## src/rtl/lsu_pkg.sv

```systemverilog
// Shared definitions for the data-side load/store unit: size codes (also used
// by the extend stage), FSM states and the size-to-access-width decode.
package lsu_pkg;

    localparam logic [2:0] SZ_W  = 3'b000;
    localparam logic [2:0] SZ_B  = 3'b001;
    localparam logic [2:0] SZ_H  = 3'b010;
    localparam logic [2:0] SZ_BU = 3'b011;
    localparam logic [2:0] SZ_HU = 3'b100;

    typedef enum logic [1:0] {
        ST_IDLE,
        ST_REQ,
        ST_WAIT,
        ST_RESP
    } lsu_state_e;

    typedef enum logic [1:0] {
        ACC_BYTE,
        ACC_HALF,
        ACC_WORD
    } acc_width_e;

    // Store codes 011..111 are rejected before this matters; unknown load
    // codes fall through to a word access.
    function automatic acc_width_e access_width(input logic [2:0] size);
        case (size)
            SZ_B, SZ_BU: return ACC_BYTE;
            SZ_H, SZ_HU: return ACC_HALF;
            default:     return ACC_WORD;
        endcase
    endfunction

endpackage

```

## src/rtl/lsu_align.sv

```systemverilog
// Byte-lane steering for one access: bus byte enables, replicated store data
// and the right-shift that brings the addressed load data down to bit 0.
module lsu_align
    import lsu_pkg::*;
(
    input  logic        we,
    input  logic [2:0]  size,
    input  logic [1:0]  addr_lo,
    input  logic [31:0] wdata,
    output logic [3:0]  be,
    output logic [31:0] wdata_rep,
    output logic [4:0]  rshift
);

    acc_width_e width;

    assign width  = access_width(size);
    assign rshift = {addr_lo, 3'b000};

    genvar gi;
    generate
        for (gi = 0; gi < 4; gi++) begin : g_lane
            localparam logic [1:0] LANE = 2'(gi);

            // Loads always fetch the whole word.
            assign be[gi] = !we
                         || (width == ACC_WORD)
                         || (width == ACC_HALF && addr_lo[1] == LANE[1])
                         || (width == ACC_BYTE && addr_lo == LANE);

            assign wdata_rep[8*gi +: 8] = (width == ACC_BYTE) ? wdata[7:0] :
                                          (width == ACC_HALF) ? wdata[8*(gi%2) +: 8] :
                                                                wdata[8*gi +: 8];
        end
    endgenerate

endmodule

```

## src/rtl/load_store_unit.sv

```systemverilog
// Data-side load/store unit: accepts one core access at a time, checks
// alignment, runs a single req/gnt/rvalid bus transaction and reports result.
module load_store_unit
    import lsu_pkg::*;
#(
    parameter int TIMEOUT = 255
) (
    input  logic        clk,
    input  logic        rst_n,
    input  logic        op_valid,
    output logic        op_ready,
    input  logic        op_we,
    input  logic [2:0]  op_size,
    input  logic [31:0] op_addr,
    input  logic [31:0] op_wdata,
    output logic        rd_valid,
    output logic [31:0] rd_data,
    output logic [2:0]  rd_sel,
    output logic        done,
    output logic        err,
    output logic        mem_req,
    input  logic        mem_gnt,
    output logic        mem_we,
    output logic [3:0]  mem_be,
    output logic [31:0] mem_addr,
    output logic [31:0] mem_wdata,
    input  logic        mem_rvalid,
    input  logic [31:0] mem_rdata
);

    localparam int CW = (TIMEOUT > 0) ? $clog2(TIMEOUT + 1) : 1;
    localparam logic [CW-1:0] CNT_LAST = (TIMEOUT > 0) ? CW'(TIMEOUT - 1) : '0;

    lsu_state_e  state_reg, state_next;
    logic [31:0] addr_reg, wdata_reg, rd_data_reg;
    logic        we_reg, err_reg;
    logic [2:0]  size_reg, rd_sel_reg;
    logic [CW-1:0] cnt_reg;

    logic [3:0]  be_al;
    logic [31:0] wdata_al;
    logic [4:0]  rshift_al;
    logic        op_bad, timeout_hit;
    acc_width_e  op_width;

    assign op_width = access_width(op_size);
    assign op_bad   = (op_we && op_size > SZ_H)
                   || (op_width == ACC_HALF && op_addr[0])
                   || (op_width == ACC_WORD && op_addr[1:0] != 2'b00);

    // Counter reaching TIMEOUT-1 in WAIT puts the err pulse TIMEOUT+1 after grant.
    assign timeout_hit = (TIMEOUT != 0) && (cnt_reg == CNT_LAST);

    lsu_align u_align (
        .we        (we_reg),
        .size      (size_reg),
        .addr_lo   (addr_reg[1:0]),
        .wdata     (wdata_reg),
        .be        (be_al),
        .wdata_rep (wdata_al),
        .rshift    (rshift_al)
    );

    always_ff @(posedge clk or negedge rst_n) begin
        if (!rst_n) begin
            state_reg <= ST_IDLE;
        end else begin
            state_reg <= state_next;
        end
    end

    always_comb begin
        state_next = state_reg;
        op_ready   = 1'b0;
        mem_req    = 1'b0;
        mem_we     = 1'b0;
        mem_be     = 4'b0000;
        mem_addr   = 32'd0;
        mem_wdata  = 32'd0;
        rd_valid   = 1'b0;
        done       = 1'b0;
        err        = 1'b0;
        case (state_reg)
            ST_IDLE: begin
                op_ready = 1'b1;
                if (op_valid) begin
                    state_next = op_bad ? ST_RESP : ST_REQ;
                end
            end
            ST_REQ: begin
                mem_req   = 1'b1;
                mem_we    = we_reg;
                mem_be    = be_al;
                mem_addr  = {addr_reg[31:2], 2'b00};
                mem_wdata = we_reg ? wdata_al : 32'd0;
                if (mem_gnt) begin
                    state_next = ST_WAIT;
                end
            end
            ST_WAIT: begin
                if (mem_rvalid || timeout_hit) begin
                    state_next = ST_RESP;
                end
            end
            ST_RESP: begin
                rd_valid   = !err_reg && !we_reg;
                done       = !err_reg;
                err        = err_reg;
                state_next = ST_IDLE;
            end
            default: state_next = ST_IDLE;
        endcase
    end

    always_ff @(posedge clk or negedge rst_n) begin
        if (!rst_n) begin
            addr_reg    <= '0;
            wdata_reg   <= '0;
            we_reg      <= 1'b0;
            size_reg    <= '0;
            err_reg     <= 1'b0;
            cnt_reg     <= '0;
            rd_data_reg <= '0;
            rd_sel_reg  <= '0;
        end else begin
            case (state_reg)
                ST_IDLE: begin
                    if (op_valid) begin
                        err_reg <= op_bad;
                        if (!op_bad) begin
                            addr_reg  <= op_addr;
                            we_reg    <= op_we;
                            size_reg  <= op_size;
                            wdata_reg <= op_wdata;
                        end
                    end
                end
                ST_REQ: begin
                    if (mem_gnt) begin
                        cnt_reg <= '0;
                    end
                end
                ST_WAIT: begin
                    cnt_reg <= cnt_reg + 1'b1;
                    // A response in the timeout cycle still counts as success.
                    if (mem_rvalid) begin
                        if (!we_reg) begin
                            rd_data_reg <= mem_rdata >> rshift_al;
                            rd_sel_reg  <= size_reg;
                        end
                    end else if (timeout_hit) begin
                        err_reg <= 1'b1;
                    end
                end
                default: ;
            endcase
        end
    end

    assign rd_data = rd_data_reg;
    assign rd_sel  = rd_sel_reg;

endmodule

```

## config.mk

```make
export PLATFORM = sky130hd
export DESIGN_NAME = load_store_unit
export DESIGN_NICKNAME = d
export VERILOG_FILES = /design/src/rtl/lsu_pkg.sv /design/src/rtl/lsu_align.sv /design/src/rtl/load_store_unit.sv
export SDC_FILE = /design/constraint.sdc
export NUM_CORES = 1
export LEC_CHECK = 0
export CAP_MARGIN = 20
export CORE_ASPECT_RATIO = 0.6
export CORE_MARGIN = 2
export CORE_UTILIZATION = 46
export DETAILED_ROUTE_END_ITERATION = 16
export PLACE_DENSITY = 0.82
export SLEW_MARGIN = 40
export SYNTH_ARGS = -nofsm -noshare
export SYNTH_HDL_FRONTEND = slang
export SYNTH_SLANG_ARGS = --single-unit
```

## constraint.sdc

```tcl
create_clock -name clk -period 2.3 [get_ports clk]
set_input_delay 0.46 -clock clk [delete_from_list [all_inputs] [get_ports clk]]
set_output_delay 0.46 -clock clk [all_outputs]
set_load 0.05 [all_outputs]
```

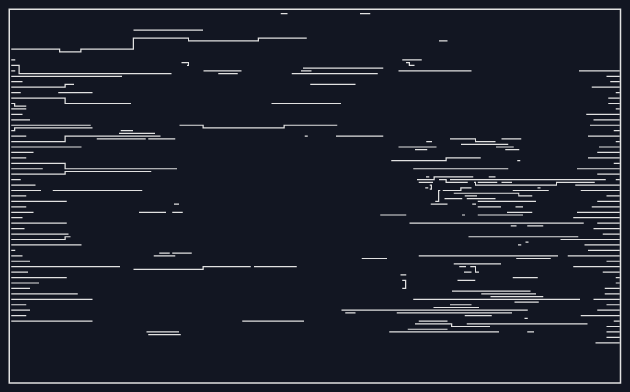
*Met3 routing, run 1*
Drawn at 4 px/um.
The longest straight run is 46.2 um. The wires run mostly horizontal. The layer carries 2010 um of wire. The layer holds 9.1% of the routed length. 180 nets have wire on it.

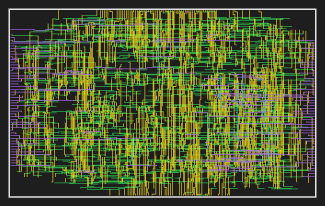
*Wiring by layer, run 1*
Drawn at 2 px/um.
Key: cyan = M4 [wire length 189 um]; yellow = M2 [wire length 10300 um]; green = M1 [wire length 9550 um]; purple = M3 [wire length 2010 um]

==> impl_metrics.yaml, run 1 <==
# generated from flow reports
pwr:
  peakVddDrop_v: 0.000716
  power_mw: 15.1
  power_leader: "combinational cells"
  comb_power_mw: 8.97
critical_path:
  worstSetupEndpoint: "mem_wdata[25]"
  path_max_fanout: 6
  slowest_delay_ps: 440
  startpoint_type: "flip-flop"
  crit_buf_inv: 3
final_layout:
  postLayoutCellArea_mm2: 0.0105
  flop-count: 114
  final_cell_mix: "191 x nand2_1, 137 x clkdlybuf4s50_1, 111 x dfrtp_1"
  n_all_buffers: 259
  logic_area_mm2: 0.00343
  final_util: 0.814
cts:
  clk_latency_ps: 400
  clk_path_buf_depth: 2
  cts_root_buffer: "clkbuf_16"
  path_clk_slew_ps: 60
  cts_made_buffers: 17
  postCtsHoldBufs: 0
  h-tree-depth: 4
synthesis:
  synth-main-ff-cell: "dfrtp_1"
  topCellsByArea: "dfrtp_1 47%, nand2_1 14%, o22ai_1 6.7%"
  ys_types: 46
  ys_seq_share: 0.469
  yosysWarnings: 0
  syn-instance-count: 712
  yosysTopAreaCellShare: 0.469
  synth-seq-cells: 114
  yosys-stat-area_mm2: 0.00608
timing:
  worst_slew_pin_slew_ps: 553
  postLayoutSetupSlackWorst_ps: -95.9
  period_used_share: 1.04
  slew_viol_final: 0
  finalSetupViolCount: 19
  whs_ps: 30.4
  finalSetupTns_ps: -987
  rsz0062_at_grt: "true"
detailed_routing:
  route.met2.wl_mm: 10.3
  vias: 6333
  met1_length_mm: 9.55
  drc: 0
  vias_per_cell: 5.66
  dr.pass1.iters: 5
floorplanning:
  ioPinCount: 214
  coreArea_mm2: 0.0129
  die_w_um: 152
outcome:
  violations: "setup timing"
  outcome: "complete, but fails checks"
grt:
  grt_pass1_wl_mm: 34.4
  grt_remaining_overflow: 0
placed_design:
  dp_hpwl_mm: 14.7
  placed_area_mm2: 0.00931
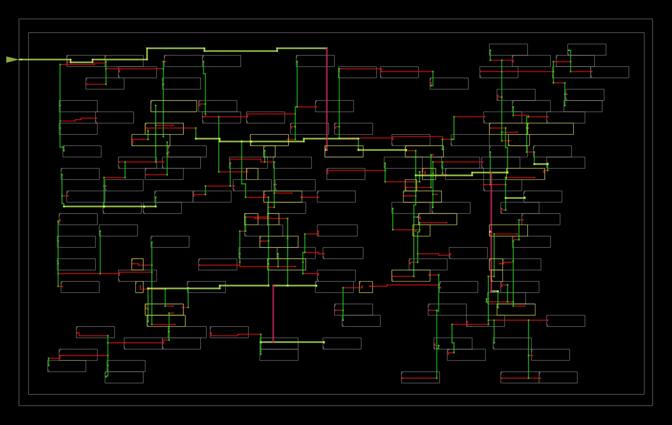
*The clock network, run 1*
Layout Skew: 6.79 ps
CTS sink cnt: 114
power of the clock network: 2.65 mW

==> run 2, diff against run 1 <==
--- a/config.mk
+++ b/config.mk
@@ -5,13 +5,14 @@
 export SDC_FILE = /design/constraint.sdc
 export NUM_CORES = 1
 export LEC_CHECK = 0
+export ABC_AREA = 1
 export CAP_MARGIN = 20
 export CORE_ASPECT_RATIO = 0.6
 export CORE_MARGIN = 2
 export CORE_UTILIZATION = 46
 export DETAILED_ROUTE_END_ITERATION = 16
 export PLACE_DENSITY = 0.82
-export SLEW_MARGIN = 40
+export SLEW_MARGIN = 20
 export SYNTH_ARGS = -nofsm -noshare
 export SYNTH_HDL_FRONTEND = slang
 export SYNTH_SLANG_ARGS = --single-unit
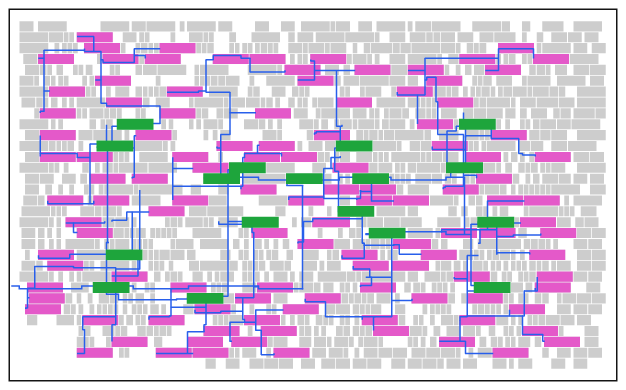
*Clock wires, drivers and flops, run 2*
Drawn at 4 px/um.
Key: blue = clock wires [length 1580 um]; magenta = flip-flops [count 114]; green = clock-net drivers [count 17]
Position of the flops: spread over the die.

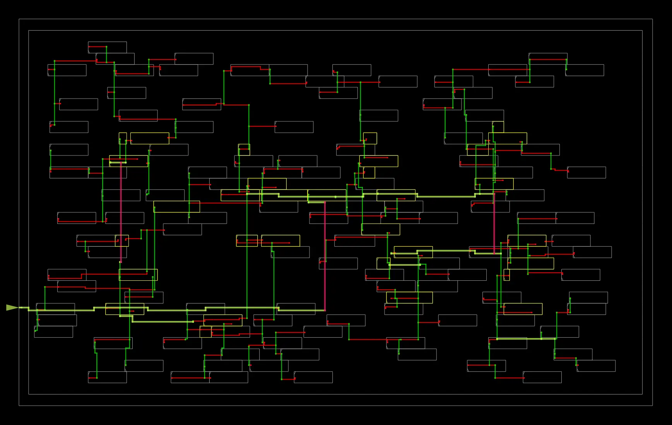
*The clock network, run 2*
flip-flops: 114
Num CTS Buffers: 17

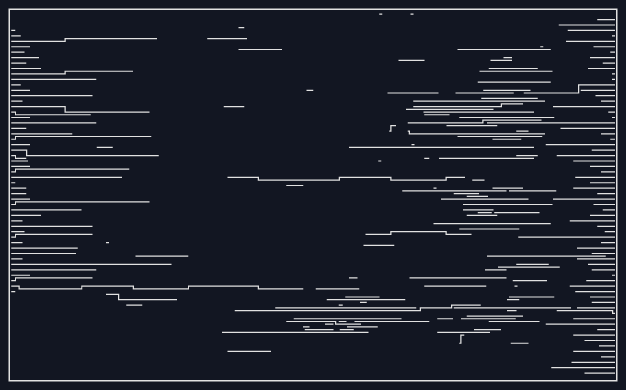
*Met3 routing, run 2*
Drawn at 4 px/um.
The layer carries 2540 um of wire. The layer holds 13% of the routed length. 186 nets have wire on it. The longest straight run is 46.2 um.

==> run 2 against run 1 <==
The flow now finishes without violations. Clock skew up 4.5 ps. Register-to-register slack better by 60 ps. Cell count up 12%. Wire length down 8.0%. Largest power group unchanged.
==> impl_metrics.yaml, run 2 <==
# generated from flow reports
synthesis:
  ys_sh_mux: 0
  ys_types: 28
  yosys-stat-area_mm2: 0.00600
  yosysTopAreaCellShare: 0.475
  synthAoiAreaFrac: 0.0702
  synth-main-ff-cell: "dfrtp_1"
  yosysWarnings: 0
  topCellsByArea: "dfrtp_1 48%, nand2_1 21%, nand3_1 7.1%"
  syn-instance-count: 840
  synth-edff-count: 0
  ys_seq_share: 0.475
  synth-seq-cells: 114
detailed_routing:
  vias: 6437
  dr.pass1.iters: 5
  route.met2.wl_mm: 9.01
  met1_length_mm: 8.53
  vias_per_cell: 5.15
  drc: 0
final_layout:
  final_cell_mix: "324 x nand2_1, 138 x clkdlybuf4s50_1, 111 x dfrtp_1"
  logic_area_mm2: 0.00303
  postLayoutCellArea_mm2: 0.0102
  register_area_mm2: 0.00286
  drive_above_1_share: 0.211
  final_util: 0.797
  n_all_buffers: 251
  nonClockInverterCount: 87
critical_path:
  crit_buf_inv: 3
  required_ps: 1840
  critPathCaptureType: "output port"
  reg2reg_slack_ps: 360
  slowest_delay_ps: 460
  path_max_fanout: 8
  slowest_stage: "dfrtp_2"
  startpoint_type: "flip-flop"
  worstSetupEndpoint: "mem_wdata[26]"
pwr:
  comb_power_mw: 9.03
  power_leader: "combinational cells"
  peakVddDrop_v: 0.000806
  pg_clk_mw: 2.84
  power_mw: 15.6
timing:
  skew_ps: 11.3
  slew_viol_final: 0
  whs_ps: 28.8
  postLayoutSetupSlackWorst_ps: 8.82
  rsz0062_at_grt: "true"
  finalSetupTns_ps: 0
  finalSetupViolCount: 0
  period_used_share: 0.996
  worst_slew_pin_slew_ps: 550
outcome:
  outcome: "finished clean"
placed_design:
  placed_area_mm2: 0.00914
  dp_hpwl_mm: 14.1
cts:
  clk_latency_ps: 410
  clk_path_buf_depth: 2
  h-tree-depth: 4
  clock-sinks: 114
  cts_root_buffer: "clkbuf_16"
  path_clk_slew_ps: 60
  postCtsHoldBufs: 0
grt:
  grt_remaining_overflow: 0
  grt_pass1_wl_mm: 32.0
floorplanning:
  fp_util: 0.470
  coreArea_mm2: 0.0128
  die_w_um: 151
  ioPinCount: 214
  num_rows: 32
Power is estimated from default activity; no workload was simulated.
